run_1/cell_classes.png
Fill, decap, tap and diode cells in grey.
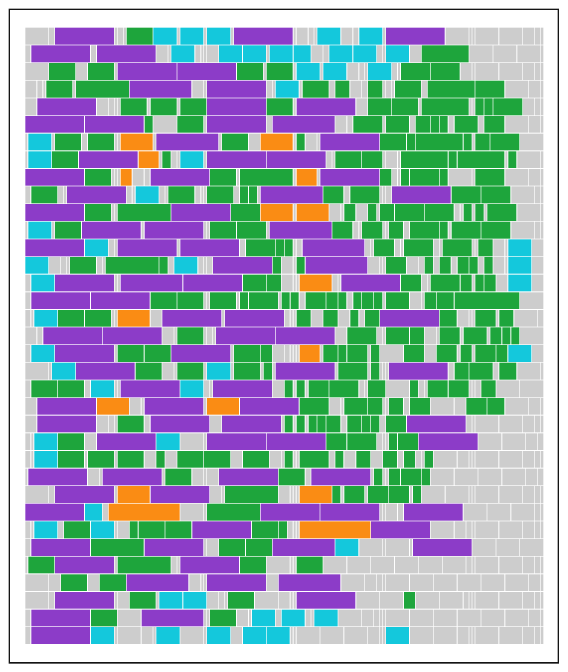
run_1/final_clocks.png
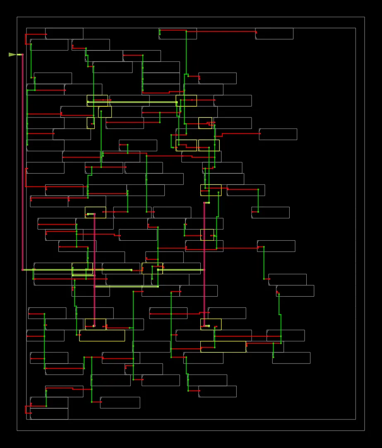
run_1/wire_density.png
The bar under the picture is 20 um long. 17 x 20 tiles, from dark blue (low) to red (high), scaled to the fullest tile. Values are wire area over tile area, all layers added.
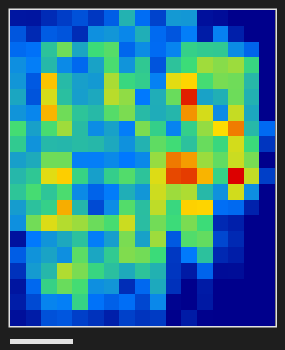
==> config.mk <==
export PLATFORM = sky130hd
export DESIGN_NAME = display_scan_mux
export DESIGN_NICKNAME = d
export VERILOG_FILES = /design/src/rtl/disp_pkg.sv /design/src/rtl/seg7_hex_decode.sv /design/src/rtl/display_scan_mux.sv
export SDC_FILE = /design/constraint.sdc
export NUM_CORES = 1
export LEC_CHECK = 0
export ABC_CLOCK_PERIOD_IN_PS = 8800
export CORE_ASPECT_RATIO = 1.2
export CORE_MARGIN = 2
export CORE_UTILIZATION = 61
export CTS_BUF_LIST = sky130_fd_sc_hd__clkbuf_2 sky130_fd_sc_hd__clkbuf_4 sky130_fd_sc_hd__clkbuf_8
export DETAILED_ROUTE_END_ITERATION = 16
export PLACE_DENSITY = 0.86
export SLEW_MARGIN = 15
export SYNTH_ARGS = -nofsm -noshare
export SYNTH_HDL_FRONTEND = slang
export SYNTH_SLANG_ARGS = --single-unit
export TNS_END_PERCENT = 1
==> constraint.sdc <==
create_clock -name Clk -period 8.8 [get_ports Clk]
set_input_delay 1.32 -clock Clk [delete_from_list [all_inputs] [get_ports Clk]]
set_output_delay 1.32 -clock Clk [all_outputs]
set_load 0.005 [all_outputs]
==> src/rtl/disp_pkg.sv <==
// ---------------------------------------------------------------------------
// disp_pkg
// Shared definitions for the multiplexed 7-segment scan driver:
//   - scan_state_e  : per-slot scan FSM encoding (IDLE/BLANK/ON/OFF)
//   - SEG_*         : bit positions inside a segment byte {p,g,f,e,d,c,b,a}
//   - HEX_SEG_TABLE : 16-entry hex digit -> segment pattern (1 = lit, dp clear)
//   - hex_to_seg()  : table lookup with decimal point merged into bit 7
// ---------------------------------------------------------------------------
package disp_pkg;

    typedef enum logic [1:0] {
        ST_IDLE  = 2'd0,
        ST_BLANK = 2'd1,
        ST_ON    = 2'd2,
        ST_OFF   = 2'd3
    } scan_state_e;

    localparam int SEG_A = 0;
    localparam int SEG_B = 1;
    localparam int SEG_C = 2;
    localparam int SEG_D = 3;
    localparam int SEG_E = 4;
    localparam int SEG_F = 5;
    localparam int SEG_G = 6;
    localparam int SEG_P = 7;

    // Element [n] holds the pattern for hex digit n (listed F down to 0).
    localparam logic [15:0][7:0] HEX_SEG_TABLE = {
        8'h71, 8'h79, 8'h5E, 8'h39,   // F E d C
        8'h7C, 8'h77, 8'h6F, 8'h7F,   // b A 9 8
        8'h07, 8'h7D, 8'h6D, 8'h66,   // 7 6 5 4
        8'h4F, 8'h5B, 8'h06, 8'h3F    // 3 2 1 0
    };

    function automatic logic [7:0] hex_to_seg(input logic [3:0] hex, input logic dp);
        logic [7:0] pat;
        pat        = HEX_SEG_TABLE[hex];
        pat[SEG_P] = dp;
        return pat;
    endfunction

endpackage

==> src/rtl/seg7_hex_decode.sv <==
// ---------------------------------------------------------------------------
// seg7_hex_decode
// Combinational hex-to-7-segment decoder, used by display_scan_mux only when
// HEX_DECODE_EN is defined.
// Ports:
//   hex_i [3:0] : hex digit 0..F
//   dp_i        : decimal point request
//   seg_o [7:0] : segment pattern {p,g,f,e,d,c,b,a}, 1 = lit
// ---------------------------------------------------------------------------
module seg7_hex_decode
    import disp_pkg::*;
(
    input  logic [3:0] hex_i,
    input  logic       dp_i,
    output logic [7:0] seg_o
);

    assign seg_o = hex_to_seg(hex_i, dp_i);

endmodule

==> src/rtl/display_scan_mux.sv <==
// ---------------------------------------------------------------------------
// display_scan_mux
// Multiplexed 7-segment driver: scans NUM_DIGITS common-pin digits over one
// segment bus. Each digit owns a slot of CLK_DIV cycles: BLANK_CYC cycles with
// every digit off (anti-ghosting), then an ON window of Dim_s*STEP cycles,
// then OFF until the slot ends. Digit data is double-buffered: Update writes
// the pending buffer, which is copied to the displayed buffer only at a frame
// boundary so a frame never tears.
//
// Build option: HEX_DECODE_EN -- when defined, each SegIn byte carries a hex
// nibble (bits 3:0) and a decimal point (bit 4) which are decoded to a
// segment pattern; when undefined, bytes are raw segment patterns.
//
// Ports:
//   Clk        : system clock, rising edge
//   Rst        : asynchronous reset, active-high
//   Enable     : 0 = display dark, scan held at digit 0
//   Update     : 1-cycle pulse, capture SegIn into the pending buffer
//   SegIn      : byte k = digit k, {p,g,f,e,d,c,b,a}, 1 = lit
//   Dim        : brightness 0..15, sampled at slot start
//   SEG        : segment pins, polarity per SEG_ACT_LOW
//   DIG        : digit select pins, one-hot when lit, polarity per DIG_ACT_LOW
//   FrameStart : 1-cycle pulse in the first cycle of the digit 0 slot
// ---------------------------------------------------------------------------
module display_scan_mux
    import disp_pkg::*;
#(
    parameter int NUM_DIGITS  = 4,
    parameter int CLK_DIV     = 1000,
    parameter int BLANK_CYC   = 16,
    parameter int SEG_ACT_LOW = 1,
    parameter int DIG_ACT_LOW = 1
) (
    input  logic                    Clk,
    input  logic                    Rst,
    input  logic                    Enable,
    input  logic                    Update,
    input  logic [NUM_DIGITS*8-1:0] SegIn,
    input  logic [3:0]              Dim,
    output logic [7:0]              SEG,
    output logic [NUM_DIGITS-1:0]   DIG,
    output logic                    FrameStart
);

    localparam int STEP  = (CLK_DIV - BLANK_CYC) / 16;
    localparam int CNT_W = $clog2(CLK_DIV);
    localparam int IDX_W = (NUM_DIGITS > 1) ? $clog2(NUM_DIGITS) : 1;

    localparam logic [CNT_W-1:0] CNT_LAST   = CNT_W'(CLK_DIV - 1);
    localparam logic [CNT_W-1:0] BLANK_LAST = CNT_W'(BLANK_CYC - 1);
    localparam logic [IDX_W-1:0] IDX_LAST   = IDX_W'(NUM_DIGITS - 1);

    localparam logic [7:0]            SEG_OFF = (SEG_ACT_LOW != 0) ? 8'hFF : 8'h00;
    localparam logic [NUM_DIGITS-1:0] DIG_OFF = (DIG_ACT_LOW != 0) ? '1 : '0;

    scan_state_e          state_q;
    logic [CNT_W-1:0]     cnt_q;
    logic [IDX_W-1:0]     idx_q;
    logic [3:0]           dim_s_q;
    logic [7:0]           seg_q;
    logic [NUM_DIGITS-1:0] dig_q;
    logic                 fs_q;

    logic                    slot_end_d;
    logic                    frame_load_d;
    logic [3:0]              dim_eff_d;
    logic [CNT_W-1:0]        on_last_d;
    logic [NUM_DIGITS*8-1:0] active_flat_d;
    logic [7:0]              seg_raw_d;
    logic [7:0]              seg_pat_d;
    logic [7:0]              seg_lit_d;
    logic [NUM_DIGITS-1:0]   dig_lit_d;

    // -----------------------------------------------------------------------
    // Slot timing helpers
    // -----------------------------------------------------------------------
    assign slot_end_d = (cnt_q == CNT_LAST);

    // Dim_s is being loaded during cnt==0, so use the live input there; this
    // keeps the BLANK->ON decision correct even for a one-cycle blank.
    assign dim_eff_d = (cnt_q == '0) ? Dim : dim_s_q;

    // Last counter value of the ON window (only meaningful when Dim_s > 0).
    assign on_last_d = CNT_W'(BLANK_CYC) + CNT_W'(dim_s_q) * CNT_W'(STEP) - CNT_W'(1);

    // Frame boundary: leaving IDLE, or wrapping from the last digit to digit 0.
    assign frame_load_d = Enable &&
                          ((state_q == ST_IDLE) ||
                           (slot_end_d && (idx_q == IDX_LAST)));

    // -----------------------------------------------------------------------
    // Double-buffered digit data. A coincident Update and frame load writes
    // SegIn straight into the active buffer so the newest data is shown.
    // -----------------------------------------------------------------------
    generate
        for (genvar gi = 0; gi < NUM_DIGITS; gi++) begin : g_digit_buf
            logic [7:0] pending_q;
            logic [7:0] active_q;

            always_ff @(posedge Clk or posedge Rst) begin
                if (Rst) begin
                    pending_q <= '0;
                    active_q  <= '0;
                end else begin
                    if (Update) begin
                        pending_q <= SegIn[gi*8 +: 8];
                    end
                    if (frame_load_d) begin
                        active_q <= Update ? SegIn[gi*8 +: 8] : pending_q;
                    end
                end
            end

            assign active_flat_d[gi*8 +: 8] = active_q;
        end
    endgenerate

    assign seg_raw_d = active_flat_d[{idx_q, 3'b000} +: 8];

    // Decode sits between the active buffer and the output register.
`ifdef HEX_DECODE_EN
    seg7_hex_decode u_hex_decode (
        .hex_i (seg_raw_d[3:0]),
        .dp_i  (seg_raw_d[4]),
        .seg_o (seg_pat_d)
    );
`else
    assign seg_pat_d = seg_raw_d;
`endif

    assign seg_lit_d = (SEG_ACT_LOW != 0) ? ~seg_pat_d : seg_pat_d;
    assign dig_lit_d = (DIG_ACT_LOW != 0) ? ~(NUM_DIGITS'(1) << idx_q)
                                          :  (NUM_DIGITS'(1) << idx_q);

    // -----------------------------------------------------------------------
    // Scan FSM, counters and registered pins. Pins reflect the state of the
    // previous cycle, except that Enable=0 darkens them on the very next edge.
    // -----------------------------------------------------------------------
    always_ff @(posedge Clk or posedge Rst) begin
        if (Rst) begin
            state_q <= ST_IDLE;
            cnt_q   <= '0;
            idx_q   <= '0;
            dim_s_q <= '0;
            seg_q   <= SEG_OFF;
            dig_q   <= DIG_OFF;
            fs_q    <= 1'b0;
        end else begin
            // Only the ON state drives a digit, so at most one DIG is active
            // and BLANK always separates two lit digits.
            if (Enable && (state_q == ST_ON)) begin
                seg_q <= seg_lit_d;
                dig_q <= dig_lit_d;
            end else begin
                seg_q <= SEG_OFF;
                dig_q <= DIG_OFF;
            end
            fs_q <= Enable && (state_q == ST_BLANK) && (cnt_q == '0) && (idx_q == '0);

            if (!Enable) begin
                state_q <= ST_IDLE;
                cnt_q   <= '0;
                idx_q   <= '0;
            end else if (state_q == ST_IDLE) begin
                state_q <= ST_BLANK;
                cnt_q   <= '0;
                idx_q   <= '0;
            end else begin
                if (cnt_q == '0) begin
                    dim_s_q <= Dim;
                end
                if (slot_end_d) begin
                    state_q <= ST_BLANK;
                    cnt_q   <= '0;
                    idx_q   <= (idx_q == IDX_LAST) ? '0 : idx_q + IDX_W'(1);
                end else begin
                    cnt_q <= cnt_q + CNT_W'(1);
                    case (state_q)
                        ST_BLANK: begin
                            if (cnt_q == BLANK_LAST) begin
                                state_q <= (dim_eff_d != 4'd0) ? ST_ON : ST_OFF;
                            end
                        end
                        ST_ON: begin
                            if (cnt_q == on_last_d) begin
                                state_q <= ST_OFF;
                            end
                        end
                        default: ;
                    endcase
                end
            end
        end
    end

    assign SEG        = seg_q;
    assign DIG        = dig_q;
    assign FrameStart = fs_q;

endmodule

==> report_table.html, run 1 <==
<h2>Synthesis and place &amp; route</h2>
<table>
<tr><th>Metric</th><th>Value</th></tr>
<tr><th colspan="2">Synth</th></tr>
<tr><td>Library cells used by synthesis</td><td>46</td></tr>
<tr><td>Cell count listed in synth_stat.txt</td><td>362</td></tr>
<tr><td>Net count entering floorplan</td><td>436</td></tr>
<tr><td>Synthesized registers</td><td>approximately 95</td></tr>
<tr><td>Post-synth EDFFs</td><td>0</td></tr>
<tr><th colspan="2">Power</th></tr>
<tr><td>Largest power group</td><td>combinational cells</td></tr>
<tr><td>Tot Pwr</td><td>2.20 mW</td></tr>
<tr><td>Internal</td><td>1.33 mW</td></tr>
<tr><td>Share of total power in the clock network</td><td>14.6%</td></tr>
<tr><td>Net Sw Power</td><td>872 uW</td></tr>
<tr><td>Leakage power total</td><td>2.42 nW</td></tr>
<tr><td>VDD IR max</td><td>approximately 630 uV</td></tr>
<tr><td>Share of total power in sequential cells</td><td>28.5%</td></tr>
<tr><th colspan="2">Worst setup path</th></tr>
<tr><td>Kind of start point of the critical path</td><td>flop</td></tr>
<tr><td>Crit path kind</td><td>flop to flop</td></tr>
<tr><td>Delay of the slowest critical-path stage</td><td>between 0.5 and 0.6 ns</td></tr>
<tr><td>Highest net fanout along the worst path</td><td>7</td></tr>
<tr><td>CP cell instances</td><td>inv_1 -&gt; fa_1 -&gt; fa_1 -&gt; inv_1 -&gt; ha_1 -&gt; ha_1 -&gt; or3_1 -&gt; o2bb2ai_1 -&gt; mux2i_1 -&gt; nor4_1 -&gt; a31o_2 -&gt; mux2i_1</td></tr>
<tr><th colspan="2">Final timing</th></tr>
<tr><td>Worst hold-check slack</td><td>about 0.50 ns</td></tr>
<tr><td>Final-report setup violation count</td><td>0</td></tr>
<tr><td>Portion of the clock cycle consumed by the worst path in the final layout</td><td>41.7%</td></tr>
<tr><td>Setup repair after global routing missed its margin</td><td>no</td></tr>
<tr><td>Shortest period the worst path allows</td><td>roughly 3.7 ns</td></tr>
<tr><th colspan="2">Worst hold path</th></tr>
<tr><td>Path class of the lowest-slack min-delay path</td><td>flop to flop</td></tr>
<tr><td>Hold path startpoint</td><td>g_digit_buf[1].pending_q[2]$_DFF_PP0_</td></tr>
<tr><th colspan="2">Place</th></tr>
<tr><td>Instance area after placement</td><td>about 5300 um2</td></tr>
<tr><td>RePlAce Congestion</td><td>0.863</td></tr>
<tr><th colspan="2">Floorplan</th></tr>
<tr><td>Total die area</td><td>8500 um2</td></tr>
<tr><th colspan="2">Global routing</th></tr>
<tr><td>GR peak layer</td><td>met2</td></tr>
<tr><td>Largest net degree at the start of global routing</td><td>about 60</td></tr>
<tr><th colspan="2">Clock tree</th></tr>
<tr><td>Hold-fix buffers, CTS</td><td>0</td></tr>
<tr><td>Post-CTS setup buffer count</td><td>0</td></tr>
<tr><th colspan="2">Drt</th></tr>
<tr><td>Post-detailed-route count of antenna-violating nets</td><td>0</td></tr>
<tr><th colspan="2">Status</th></tr>
<tr><td>Result of the run</td><td>completed</td></tr>
<tr><th colspan="2">Cells and area</th></tr>
<tr><td>Share of post-route cells with drive strength above 1</td><td>27.5%</td></tr>
<tr><td>Most frequent logic cells in the routed design</td><td>sky130_fd_sc_hd__dfrtp_1, sky130_fd_sc_hd__mux2_2, sky130_fd_sc_hd__clkdlybuf4s50_1</td></tr>
</table>
Back to the opening pictures, cell_classes.png:
Green marks all other logic, cells 253. Purple marks flip-flops, cells 95. Cyan marks other buffers and delay cells, cells 54. Orange marks clock drivers and dummy loads, cells 16.

Back to the opening pictures, final_clocks.png:
insertion delay at the late pin of the worst-skew pair: 0.36 ns
largest clock skew in the final design: 0.00938 ns
Sink Count: 95

Back to the opening pictures, wire_density.png:
The mean over all tiles is 0.16. 11% of the tiles are nearly empty. The fullest tile reaches 0.47.

[run 1: Yosys cell counts (2+ instances only)]
cell,instances,share of area (%)
sky130_fd_sc_hd__dfrtp_1,83,44
sky130_fd_sc_hd__mux2_2,68,16
sky130_fd_sc_hd__ha_1,28,7.4
sky130_fd_sc_hd__inv_1,26,2.1
sky130_fd_sc_hd__nor2_1,19,1.5
sky130_fd_sc_hd__nand2_1,17,1.3
sky130_fd_sc_hd__xnor2_1,14,2.6
sky130_fd_sc_hd__dfstp_2,12,6.6
sky130_fd_sc_hd__mux4_2,8,3.8
sky130_fd_sc_hd__xor2_1,8,1.5
sky130_fd_sc_hd__fa_1,6,2.5
sky130_fd_sc_hd__mux2i_1,6,1.3
sky130_fd_sc_hd__and3_1,5,0.66
sky130_fd_sc_hd__clkbuf_1,5,0.40
sky130_fd_sc_hd__nand3_1,5,0.53
sky130_fd_sc_hd__a21oi_1,4,0.42
sky130_fd_sc_hd__nor4_1,4,0.53
sky130_fd_sc_hd__o21ai_0,4,0.42
sky130_fd_sc_hd__buf_1,3,0.24
sky130_fd_sc_hd__buf_4,3,0.47
sky130_fd_sc_hd__nand2b_1,3,0.40
sky130_fd_sc_hd__or3_1,3,0.40
sky130_fd_sc_hd__a31oi_1,2,0.26
sky130_fd_sc_hd__and2_1,2,0.26
sky130_fd_sc_hd__buf_2,2,0.21
sky130_fd_sc_hd__nand4_1,2,0.26
[run 1: final cells by class]
class	instances	area [um2]	share of cell area, %
clock buffer	10	138	2.48
clock inverter	6	91.3	1.65
inverter	26	98.8	1.78
multi-input combinational	227	2180	39.3
sequential	95	2390	43.1
tap	92	115	2.07
timing repair buffer	54	536	9.65
[run 1: cell families after synthesis]
group | count (synthesis) | synth area share, %
simple gates | 68 | 7.30
mux | 82 | 21.2
flops | 95 | 50.4
fa+ha+maj | 34 | 9.92
compound gates | 21 | 3.48
buf+inv | 40 | 3.61
xor+xnor | 22 | 4.06
[run 1: per-layer routing]
layer | routed length (um) | vias up | part of all wire, %
met5 | 0 | - | 0
met4 | 247 | 0 | 2.8
met3 | 292 | 22 | 3.3
met2 | 4750 | 58 | 53
met1 | 3610 | 1473 | 41
li1 | - | 1347 | -
[run 1: worst max path at each step]
stage                      startpoint                      to
2_1_floorplan                     Rst    FrameStart$_DFF_PP0_
5_1_grt        dim_s_q[2]$_DFFE_PP0P_  state_q[0]$_DFFE_PP0P_
3_3_place_gp   dim_s_q[1]$_DFFE_PP0P_  state_q[1]$_DFFE_PP0P_
3_5_place_dp   dim_s_q[2]$_DFFE_PP0P_  state_q[0]$_DFFE_PP0P_
6_report       dim_s_q[2]$_DFFE_PP0P_  state_q[0]$_DFFE_PP0P_
4_1_cts        dim_s_q[2]$_DFFE_PP0P_  state_q[0]$_DFFE_PP0P_
[run 1: critical path, delay by kind of cell (launching register included)]
kind,cells,cell delay (ns)
buffers and inverters,2,0.22
multiplexers,2,0.30
flip-flops,1,0.50
AND-OR/OR-AND,2,0.40
AND/OR/NAND/NOR,2,0.59
adder cells (fa/ha/maj),4,1.58
run_1/met1.png
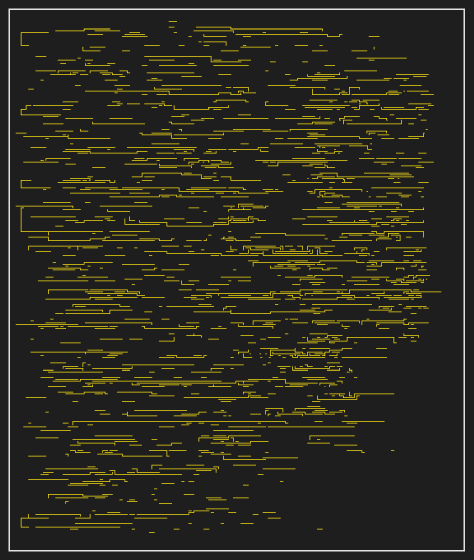

## Run 2: what changed since run 1
--- a/config.mk
+++ b/config.mk
@@ -5,13 +5,13 @@
 export SDC_FILE = /design/constraint.sdc
 export NUM_CORES = 1
 export LEC_CHECK = 0
-export ABC_CLOCK_PERIOD_IN_PS = 8800
+export ABC_CLOCK_PERIOD_IN_PS = 3700
 export CORE_ASPECT_RATIO = 1.2
 export CORE_MARGIN = 2
-export CORE_UTILIZATION = 61
+export CORE_UTILIZATION = 58
 export CTS_BUF_LIST = sky130_fd_sc_hd__clkbuf_2 sky130_fd_sc_hd__clkbuf_4 sky130_fd_sc_hd__clkbuf_8
 export DETAILED_ROUTE_END_ITERATION = 16
-export PLACE_DENSITY = 0.86
+export PLACE_DENSITY = 0.82
 export SLEW_MARGIN = 15
 export SYNTH_ARGS = -nofsm -noshare
 export SYNTH_HDL_FRONTEND = slang
==> constraint.sdc (replaced) <==
create_clock -name Clk -period 3.7 [get_ports Clk]
set_input_delay 0.555 -clock Clk [delete_from_list [all_inputs] [get_ports Clk]]
set_output_delay 0.555 -clock Clk [all_outputs]
set_load 0.005 [all_outputs]
run_2/met1.png
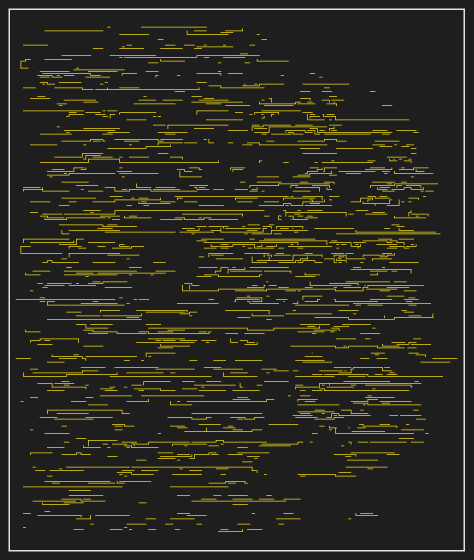
The layer carries 3810 um of wire. The longest straight run is 28.5 um.

run_2/final_clocks.png
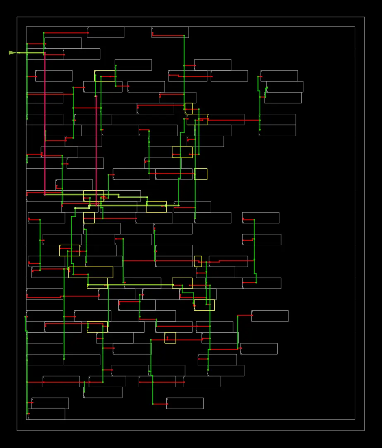
count of sequential standard cells: 95
insertion delay at the late pin of the worst-skew pair: 0.35 ns
clock-net power: 683 uW

==> run 2 against run 1 <==
Global-route usage down 1.1 points. Largest cell class unchanged. Count of clock-buffer cells in the layout up 1. Area after synthesis unchanged. First-iteration DRC count up 41%. Setup slack worse by 4.9 ns. Design area up 0.23%. Non-clock buffer count up 3.
==> report_table.html, run 2 <==
<h2>Synthesis and place &amp; route</h2>
<table>
<tr><th>Metric</th><th>Value</th></tr>
<tr><th colspan="2">Global routing</th></tr>
<tr><td>Overall track demand over capacity in global routing</td><td>21.9%</td></tr>
<tr><td>Largest net degree at the start of global routing</td><td>around 96</td></tr>
<tr><td>GRT overflow</td><td>0</td></tr>
<tr><th colspan="2">Synth</th></tr>
<tr><td>Library cells used by synthesis</td><td>46</td></tr>
<tr><td>Instance count of the mapped netlist</td><td>362</td></tr>
<tr><td>Top cell area share</td><td>a little over two fifths</td></tr>
<tr><td>Top cells by count</td><td>sky130_fd_sc_hd__dfrtp_1, sky130_fd_sc_hd__mux2_2, sky130_fd_sc_hd__ha_1</td></tr>
<tr><td>Library cell with the highest instance count after synthesis</td><td>sky130_fd_sc_hd__dfrtp_1</td></tr>
<tr><td>Multiplexer fraction of the synthesized cell area</td><td>21.2%</td></tr>
<tr><td>Largest area contributor in the synthesized netlist</td><td>sky130_fd_sc_hd__dfrtp_1</td></tr>
<tr><td>Synthesized registers</td><td>95</td></tr>
<tr><td>AND-OR/OR-AND share of the synthesized area</td><td>under 10%</td></tr>
<tr><td>Cell count listed in synth_stat.txt</td><td>362</td></tr>
<tr><td>Parity-gate share of the synthesized area counting xor and xnor cells</td><td>between 4 and 5%</td></tr>
<tr><td>Dominant non-sequential cell family after synthesis</td><td>multiplexers</td></tr>
<tr><td>Post-synth EDFFs</td><td>0</td></tr>
<tr><td>Net count entering floorplan</td><td>436</td></tr>
<tr><td>Post-synthesis share of cell area spent on and, or, nand and nor gates</td><td>7.30%</td></tr>
<tr><td>Adder Share, Synth</td><td>9.92%</td></tr>
<tr><td>Biggest area cells</td><td>sky130_fd_sc_hd__dfrtp_1, sky130_fd_sc_hd__mux2_2, sky130_fd_sc_hd__ha_1</td></tr>
<tr><th colspan="2">Worst setup path</th></tr>
<tr><td>Required arrival time at the worst endpoint</td><td>3.92 ns</td></tr>
<tr><td>Kind of start point of the critical path</td><td>flop</td></tr>
<tr><td>Delay of the slowest critical-path stage</td><td>0.50 ns</td></tr>
<tr><td>Crit path kind</td><td>flop to flop</td></tr>
<tr><td>Highest net fanout along the worst path</td><td>4</td></tr>
<tr><td>CP cell instances</td><td>inv_1 -&gt; fa_1 -&gt; fa_1 -&gt; inv_1 -&gt; ha_1 -&gt; ha_1 -&gt; xor2_1 -&gt; or3_2 -&gt; o211ai_1 -&gt; nor4_1 -&gt; a31o_2 -&gt; mux2i_1</td></tr>
<tr><td>First element of the critical path</td><td>dim_s_q[2]$_DFFE_PP0P_</td></tr>
<tr><td>CP max-delay cell</td><td>sky130_fd_sc_hd__fa_1</td></tr>
<tr><td>Sort of element at the end of the critical path</td><td>flop</td></tr>
<tr><th colspan="2">Power</th></tr>
<tr><td>Share of total power in sequential cells</td><td>28.6%</td></tr>
<tr><td>Power density normalized to cell area</td><td>919 nW/um2</td></tr>
<tr><td>Internal</td><td>3.12 mW</td></tr>
<tr><td>VDD IR max</td><td>520 uV</td></tr>
<tr><td>Net Sw Power</td><td>2.00 mW</td></tr>
<tr><td>Share of total power in the clock network</td><td>13.4%</td></tr>
<tr><td>Leakage power total</td><td>2.42 nW</td></tr>
<tr><th colspan="2">Drt</th></tr>
<tr><td>DRC violation count after routing</td><td>0</td></tr>
<tr><td>Wire length reported by the detailed router</td><td>8730 um</td></tr>
<tr><td>TritonRoute pass-1 iters</td><td>4</td></tr>
<tr><td>Vias after detailed routing</td><td>approximately 2800</td></tr>
<tr><td>Number of DRC markers after the initial detailed-route iteration</td><td>130</td></tr>
<tr><td>Post-detailed-route count of antenna-violating nets</td><td>0</td></tr>
<tr><th colspan="2">Floorplan</th></tr>
<tr><td>Floorplan core area</td><td>8020 um2</td></tr>
<tr><td>Total die area</td><td>between 8000 and 9000 um2</td></tr>
<tr><td>Die height</td><td>between 100 and 150 um</td></tr>
<tr><th colspan="2">Cells and area</th></tr>
<tr><td>Share of post-route cells with drive strength above 1</td><td>28.3%</td></tr>
<tr><td>Number of antenna repair diodes</td><td>0</td></tr>
<tr><td>Most frequent logic cells in the routed design</td><td>sky130_fd_sc_hd__dfrtp_1, sky130_fd_sc_hd__mux2_2, sky130_fd_sc_hd__clkdlybuf4s50_1</td></tr>
<tr><td>Area added between synthesis and finish</td><td>17.3%</td></tr>
<tr><th colspan="2">Final timing</th></tr>
<tr><td>Portion of the clock cycle consumed by the worst path in the final layout</td><td>between 90% and 100%</td></tr>
<tr><td>Worst setup margin</td><td>0.234 ns</td></tr>
<tr><td>Largest clock skew in the final design</td><td>between 0.01 and 0.015 ns</td></tr>
<tr><td>Setup repair after global routing missed its margin</td><td>no</td></tr>
<tr><td>Shortest period the worst path allows</td><td>about 3.5 ns</td></tr>
<tr><td>Final Hold Viols</td><td>0</td></tr>
<tr><td>Final-layout setup total negative slack</td><td>0 ns</td></tr>
<tr><td>Max transition margin</td><td>47.0%</td></tr>
<tr><td>Final-report setup violation count</td><td>0</td></tr>
<tr><th colspan="2">Worst hold path</th></tr>
<tr><td>Path class of the lowest-slack min-delay path</td><td>flop to flop</td></tr>
<tr><td>Hold path startpoint</td><td>g_digit_buf[3].pending_q[0]$_DFF_PP0_</td></tr>
<tr><th colspan="2">Place</th></tr>
<tr><td>RePlAce Congestion</td><td>0.900</td></tr>
<tr><td>Count of port buffers added during placement</td><td>52</td></tr>
<tr><th colspan="2">Job</th></tr>
<tr><td>Max-cap violations</td><td>0</td></tr>
<tr><th colspan="2">Clock tree</th></tr>
<tr><td>Clock Tree Buf Depth</td><td>2</td></tr>
<tr><td>Sink Count</td><td>95</td></tr>
<tr><th colspan="2">Status</th></tr>
<tr><td>Result of the run</td><td>completed</td></tr>
</table>
run_2/wire_density.png
The bar under the picture is 20 um long. 17 x 21 tiles, from dark blue (low) to red (high), scaled to the fullest tile. Values are wire area over tile area, all layers added.
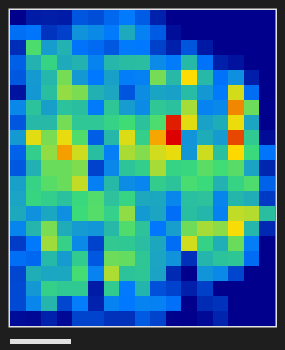
The emptiest ninth of the die: upper right. 12% of the tiles are nearly empty. The mean over all tiles is 0.15. 18% of the tiles are over half the peak.

[run 2: repair_timing]
item / 4_1_cts / 5_1_grt
resized: 0 / 1
hold buffers: 0 / 0
setup endpoints to repair: 0 / 2
setup buffers: 0 / 0
[run 2: worst paths after layout]
path / end / slack [ns] / cells after the start
max in group asynchronous: SEG[2]$_DFF_PP1_ / 2.67 / 3
worst min-delay path: g_digit_buf[3].pending_q[0]$_DFF_PP0_ / 0.50 / 1
worst max register to register: state_q[1]$_DFFE_PP0P_ / 0.23 / 12
worst min register to register: g_digit_buf[3].pending_q[0]$_DFF_PP0_ / 0.50 / 1
worst max-delay path: state_q[1]$_DFFE_PP0P_ / 0.23 / 12
min in group asynchronous: dim_s_q[2]$_DFFE_PP0P_ / 0.63 / 3
[run 2: layer usage]
metal / vias up / track usage (%) / part of all wire [%]
met5: - / 0 / 0
met1: 1429 / 28.4 / 44
met4: 0 / 6.61 / 0.91
met2: 50 / 37.9 / 52
li1: 1349 / - / -
met3: 6 / 4.08 / 3.3
[run 2: per-stage QoR]
step                      util, %  cells  total power [mW]  hold WS, ns  instance area [um2]
after floorplan                 -    362              3.81        0.468                 4740
after global placement       66.9    500              4.33        0.478                 5360
after detailed placement     66.9    500              4.44        0.483                 5360
after CTS                    69.4    516              5.15        0.502                 5560
after global routing         69.4    516              5.62        0.511                 5560
final                        69.4    516              5.12        0.501                 5560
[run 2: logic make-up after synthesis]
kind of cell | after synthesis
AOI/OAI and AO/OA | 21
muxes | 82
and+or+nand+nor | 68
DFF | 95
buffers and inverters | 40
adders and majority gates | 34
xor gates and xnor gates | 22
[run 2: worst max-delay path, delay by kind of cell, from the launching register on]
kind                     cells  cell delay [ns]
AND-OR/OR-AND                2             0.37
XOR/XNOR                     1             0.15
adder cells (fa/ha/maj)      4             1.60
buffers and inverters        2             0.20
flip-flops                   1             0.39
multiplexers                 1             0.12
AND/OR/NAND/NOR              2             0.49
[run 2: final cells by class]
type	instances	area, um2
Clock inverter	5	56.3
Timing Repair Buffer	57	571
Fill cell	569	2450
Tap cell	95	119
Clock buffer	11	145
Inverter	26	98.8
Multi-Input combinational cell	227	2180
Sequential cell	95	2390
[run 2: power by group through the flow]
stage	sequential, mW	combinational [mW]	clock (mW)
detailed placement	1.48	2.96	0
finish	1.46	2.97	0.683
CTS	1.46	2.98	0.702
floorplan	1.45	2.35	0
global route	1.49	3.38	0.741
global placement	1.47	2.87	0
Power is estimated from default activity; no workload was simulated.
